[config.mk]
export PLATFORM = sky130hd
export DESIGN_NAME = rp_drive_func_seq
export DESIGN_NICKNAME = d
export VERILOG_FILES = /design/src/rtl/rp_pkg.sv /design/src/rtl/rp_drive_func_seq.sv
export SDC_FILE = /design/constraint.sdc
export NUM_CORES = 1
export LEC_CHECK = 0
export CELL_PAD_IN_SITES_DETAIL_PLACEMENT = 0
export CELL_PAD_IN_SITES_GLOBAL_PLACEMENT = 2
export CORE_MARGIN = 10
export CORE_UTILIZATION = 25
export DETAILED_ROUTE_END_ITERATION = 10
export PLACE_DENSITY_LB_ADDON = 0.1
export SETUP_SLACK_MARGIN = 0.1
export SLEW_MARGIN = 20
export SYNTH_ARGS = -nofsm -noshare
export SYNTH_HDL_FRONTEND = slang
export SYNTH_SLANG_ARGS = --single-unit
[constraint.sdc]
create_clock -name clk -period 4.2 [get_ports clk]
set_input_delay 0.42 -clock clk [delete_from_list [all_inputs] [get_ports clk]]
set_output_delay 0.42 -clock clk [all_outputs]
set_load 0.02 [all_outputs]
[src/rtl/rp_pkg.sv]
// rtl/rp_pkg.sv - function codes and state encoding for the RP drive sequencer
package rp_pkg;

    localparam logic [4:0] FUN_NOP    = 5'd0;
    localparam logic [4:0] FUN_UNLOAD = 5'd1;
    localparam logic [4:0] FUN_SEEK   = 5'd2;
    localparam logic [4:0] FUN_RECAL  = 5'd3;
    localparam logic [4:0] FUN_DRVCLR = 5'd4;
    localparam logic [4:0] FUN_RELEAS = 5'd5;
    localparam logic [4:0] FUN_OFFSET = 5'd6;
    localparam logic [4:0] FUN_RTC    = 5'd7;
    localparam logic [4:0] FUN_PRESET = 5'd8;
    localparam logic [4:0] FUN_PACK   = 5'd9;
    localparam logic [4:0] FUN_SEARCH = 5'd12;
    localparam logic [4:0] FUN_WRCHK  = 5'd20;
    localparam logic [4:0] FUN_WRCHKH = 5'd21;
    localparam logic [4:0] FUN_WRITE  = 5'd24;
    localparam logic [4:0] FUN_WRHD   = 5'd25;
    localparam logic [4:0] FUN_READ   = 5'd28;
    localparam logic [4:0] FUN_RDHD   = 5'd29;

    typedef enum logic [1:0] {
        ST_IDLE = 2'd0,
        ST_POS  = 2'd1,
        ST_XFER = 2'd2
    } state_t;

endpackage

[src/rtl/rp_drive_func_seq.sv]
// rtl/rp_drive_func_seq.sv - RP drive-side GO/function sequencer
// Positioning ops burn a delay count; data ops hand off to the transfer engine.
module rp_drive_func_seq
    import rp_pkg::*;
#(
    parameter int SEEK_CYC  = 1000,
    parameter int RECAL_CYC = 4000,
    parameter int CNT_W     = 16
) (
    input  logic       clk,
    input  logic       rst,
    input  logic       drvCLR,
    input  logic       goSTB,
    input  logic [4:0] goFUN,
    input  logic       ataCLR,
    input  logic       xferDONE,
    input  logic       xferERR,
    output logic       rpDRY,
    output logic       rpATA,
    output logic       rpERR,
    output logic       rpILF,
    output logic       rpRMR,
    output logic       xferREQ,
    output logic [4:0] xferFUN,
    output logic       rpVV
);

    localparam logic [CNT_W-1:0] SEEK_LOAD  = CNT_W'(SEEK_CYC - 1);
    localparam logic [CNT_W-1:0] RECAL_LOAD = CNT_W'(RECAL_CYC - 1);

    state_t           state;
    logic [CNT_W-1:0] delayCnt;
    logic             xferErrLat;

    assign rpDRY = (state == ST_IDLE);
    assign rpERR = rpILF | rpRMR | xferErrLat;

    always_ff @(posedge clk or negedge rst) begin
        if (!rst) begin
            state      <= ST_IDLE;
            delayCnt   <= '0;
            xferErrLat <= 1'b0;
            rpATA      <= 1'b0;
            rpILF      <= 1'b0;
            rpRMR      <= 1'b0;
            xferREQ    <= 1'b0;
            xferFUN    <= '0;
            rpVV       <= 1'b0;
        end else if (drvCLR) begin
            state      <= ST_IDLE;
            delayCnt   <= '0;
            xferErrLat <= 1'b0;
            rpATA      <= 1'b0;
            rpILF      <= 1'b0;
            rpRMR      <= 1'b0;
            xferREQ    <= 1'b0;
        end else begin
            xferREQ <= 1'b0;
            // Clear first so any attention source below in the same cycle wins.
            if (ataCLR)
                rpATA <= 1'b0;

            case (state)
                ST_IDLE: begin
                    if (goSTB) begin
                        xferFUN <= goFUN;
                        case (goFUN)
                            FUN_NOP, FUN_RELEAS: ;
                            FUN_DRVCLR: begin
                                rpATA      <= 1'b0;
                                rpILF      <= 1'b0;
                                rpRMR      <= 1'b0;
                                xferErrLat <= 1'b0;
                            end
                            FUN_PRESET, FUN_PACK:
                                rpVV <= 1'b1;
                            FUN_SEEK, FUN_OFFSET, FUN_RTC, FUN_SEARCH: begin
                                state    <= ST_POS;
                                delayCnt <= SEEK_LOAD;
                            end
                            FUN_UNLOAD, FUN_RECAL: begin
                                state    <= ST_POS;
                                delayCnt <= RECAL_LOAD;
                                if (goFUN == FUN_UNLOAD)
                                    rpVV <= 1'b0;
                            end
                            FUN_WRCHK, FUN_WRCHKH, FUN_WRITE, FUN_WRHD,
                            FUN_READ, FUN_RDHD: begin
                                state   <= ST_XFER;
                                xferREQ <= 1'b1;
                            end
                            default: begin
                                rpILF <= 1'b1;
                                rpATA <= 1'b1;
                            end
                        endcase
                    end
                end
                ST_POS: begin
                    if (delayCnt == '0) begin
                        state <= ST_IDLE;
                        rpATA <= 1'b1;
                    end else begin
                        delayCnt <= delayCnt - 1'b1;
                    end
                end
                ST_XFER: begin
                    if (xferDONE) begin
                        state <= ST_IDLE;
                        if (xferERR) begin
                            xferErrLat <= 1'b1;
                            rpATA      <= 1'b1;
                        end
                    end
                end
                default: state <= ST_IDLE;
            endcase

            // A GO while busy is refused without disturbing the op in flight.
            if (goSTB && state != ST_IDLE) begin
                rpRMR <= 1'b1;
                rpATA <= 1'b1;
            end
        end
    end

endmodule

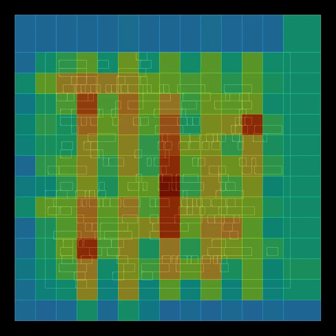
(images/congestion.png)
M3 GR Usage: 0.0331
Global Route Usage Sum: 0.0983
Util after Layout: 0.321
met1 track demand over resource: 0.112
wire per inst: 17.2 um

==> tab_implementation.tex <==
% Yosys + OpenROAD metrics
\begin{tabular}{lr}
\hline
Metric & Value \\
\hline
\multicolumn{2}{l}{\textbf{Critical path}} \\
FF-to-FF Start & delayCnt[0] \\
Slowest-stage cell, CP & sky130\_fd\_sc\_hd\_\_or4b\_4 \\
CP startpoint kind & input port \\
Worst setup path class & in -> reg \\
Crit Path Max Fanout & 9 \\
Critical R2R Capture & delayCnt[10] \\
Total number of cells along the worst setup path & 6 \\
Element type at the critical path end & flip-flop \\
CP peak stage delay & slightly above 0.6 ns \\
Register-to-Register Path Depth & 7 \\
Worst Path Required & about 4.4 ns \\
Cell breakdown of the critical path & clkdlybuf4s50\_1 > or4b\_4 > a221o\_1 > o21ai\_1 > a21oi\_1 > a311oi\_1 \\
Arrival @ worst endpoint & 2.52 ns \\
Family with the most delay on the worst path & AND-OR/OR-AND gates \\
CP bufs+invs & 1 \\
Worst Setup EP & delayCnt[7] \\
\multicolumn{2}{l}{\textbf{Layout}} \\
Biggest regs & delayCnt: 16 flops, xferFUN: 5 flops, state: 2 flops \\
Max reg flops & 16 \\
Final Net Count & 216 \\
Share of layout cells above drive strength 1 & 0.0941 \\
Sequential cell area in the final layout & 726 um\^{}2 \\
Clock buffer and inverter area fraction after layout & 0.0416 \\
Non-clock inverter instance count of the final layout & 3 \\
Signal buffers share of area & 0.118 \\
Number of antenna diodes & 0 \\
Most frequently placed logic cell in the final layout & sky130\_fd\_sc\_hd\_\_dfrtp\_1 \\
Leading cell types in the layout, fill and taps excluded & 29 x sky130\_fd\_sc\_hd\_\_dfrtp\_1, 23 x sky130\_fd\_sc\_hd\_\_clkdlybuf4s50\_1, 18 x sky130\_fd\_sc\_hd\_\_nor2\_1 \\
Area of combinational cells with multiple inputs & 908 um\^{}2 \\
\#MultiIn Comb & between 100 and 150 \\
Post-synthesis to final-layout area growth & 22.8\% \\
Logic share of the area & 0.438 \\
Seq area share & 0.350 \\
Cell type taking the most area & combinational gates \\
Tally of non-filler cells in the final layout & around 280 \\
Fillers & 673 \\
Post-route cell area & 0.00207 mm\^{}2 \\
Count of plain and timing-repair buffers in the layout & 25 \\
Sequential cell count & 29 \\
Most flop-heavy register & delayCnt \\
\multicolumn{2}{l}{\textbf{Final timing}} \\
Worst Slack Setup Final & between 1.5 and 2 ns \\
Part of the cycle the worst path needs & 0.560 \\
Clock tree skew after final layout & 0.00565 ns \\
Tightest hold margin & 0.399 ns \\
RSZ-0062 raised after global routing & false \\
Clock period minus final worst setup slack & around 2.4 ns \\
Slew @ Worst Pin & between 0.6 and 0.7 ns \\
Maximum frequency from static timing analysis & 0.425 GHz \\
Finish-stage setup viols & 0 \\
Number of pins exceeding their max-slew limit in the final report & 0 \\
Hold Fails Final Rpt & 0 \\
\multicolumn{2}{l}{\textbf{Clock network}} \\
Clock slew at the register clock pins of the worst setup and hold paths & 0.07 ns \\
TritonCTS buffer count & 5 \\
Clock tree from TritonCTS & done \\
Hold Buf Count CTS & 0 \\
PostCTS Resize Cnt & 0 \\
Sink Count & 29 \\
Post-CTS Setup Inserts & 0 \\
Maximum clock path buffer count & 2 \\
H-tree levels & 2 \\
Clock tree root buffer cell & sky130\_fd\_sc\_hd\_\_clkbuf\_8 \\
Worst skew pair latency & 0.28 ns \\
\multicolumn{2}{l}{\textbf{Run status}} \\
Run status & complete, no violations \\
\multicolumn{2}{l}{\textbf{Route}} \\
Highest metal layer used by the detailed router & met4 \\
Remaining routing DRC violations & 0 \\
Total routed wirelength & 4.80 mm \\
Detailed Routing Iterations Pass 1 & 4 \\
Remaining number of nets flagged by the antenna check after routing & 0 \\
Vias per std cell & about 5.3 \\
Met2 wire length & approximately 2.3 mm \\
\multicolumn{2}{l}{\textbf{Global routing}} \\
Antenna violations before repair & 0 \\
Total global routing overflow & 0 \\
Most used routing layer in global routing & met2 \\
Met2 Use GR & 0.167 \\
Global-route wire length before repair & slightly above 8 mm \\
\multicolumn{2}{l}{\textbf{Pwr}} \\
Pwr Density & 405 mW/mm\^{}2 \\
Power dissipated in the clock network & roughly 240 uW \\
Combinational group power & 261 uW \\
Total power & $\sim$840 uW \\
Switching share of power & 0.343 \\
Top Consumer & sequential cells \\
Part of the power in registers & 0.406 \\
Internal power & 551 uW \\
Worst IR drop on VDD & 118 uV \\
Power share of the combinational group & 0.311 \\
Leakage & approximately 0.00085 uW \\
Power in sequential cells & roughly 340 uW \\
\multicolumn{2}{l}{\textbf{Synthesis}} \\
Dominant non-sequential cell family after synthesis & simple AND/OR/NAND/NOR gates \\
Adder-cell area share of the yosys netlist & 0.0148 \\
Number of cell instances after yosys synthesis & 179 \\
Primary FF master, synth & sky130\_fd\_sc\_hd\_\_dfrtp\_1 \\
Async set or reset register ratio after synthesis & 1.00 \\
Max-area cell share & 0.430 \\
Post-synth design cell area & roughly 0.0017 mm\^{}2 \\
Count of unique library cells instantiated by Yosys & 48 \\
Number of instances in the synthesized netlist & 179 \\
Cell types with the largest area share after synthesis & sky130\_fd\_sc\_hd\_\_dfrtp\_1 43\%, sky130\_fd\_sc\_hd\_\_nor2\_1 4.0\%, sky130\_fd\_sc\_hd\_\_a21oi\_1 3.9\% \\
Synth warnings & 0 \\
Aoi share & 0.201 \\
Area reported by Yosys stat & 0.00169 mm\^{}2 \\
Mux share & 0.0334 \\
Number of nets produced by synthesis & 193 \\
Fraction of the yosys area taken by sequential cells & 0.430 \\
\multicolumn{2}{l}{\textbf{Floorplanning}} \\
Total number of placement rows & 29 \\
Die width & around 100 um \\
Count of inserted tapcells & 77 \\
Area of the placeable core & 0.00646 mm\^{}2 \\
Die Area & 0.0104 mm\^{}2 \\
Floorplan-stage core utilization & 0.261 \\
Chip height & 102 um \\
\multicolumn{2}{l}{\textbf{Placed design}} \\
HPWL Detailed & between 3 and 4 mm \\
Placed standard-cell area & 0.00199 mm\^{}2 \\
Routability congestion estimate & between 0.7 and 0.8 \\
Placed cells & 272 \\
Number of buffers inserted by port buffering & 23 \\
Worst setup slack before clock tree synthesis & 1.55 ns \\
\multicolumn{2}{l}{\textbf{Hold path}} \\
Hold Path Class & in -> async \\
\multicolumn{2}{l}{\textbf{Job}} \\
Max-capacitance violation count & 0 \\
Warning total across the stage logs & 27 \\
\hline
\end{tabular}
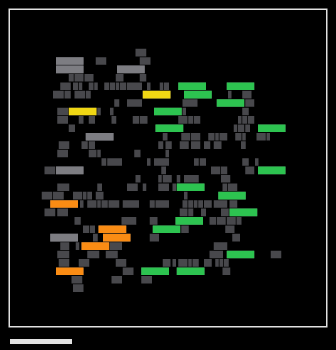
(images/flops_by_reg.png)
Scale bar: 20 um. Other sequential cells in the stronger grey, the rest of the logic in the fainter grey.
[orange] xferFUN | placed flops: 5 | where: south-west
[yellow] state | placed flops: 2
[green] delayCnt | placed flops: 16

No activity file was given, so power comes from the tool's default toggle rates.
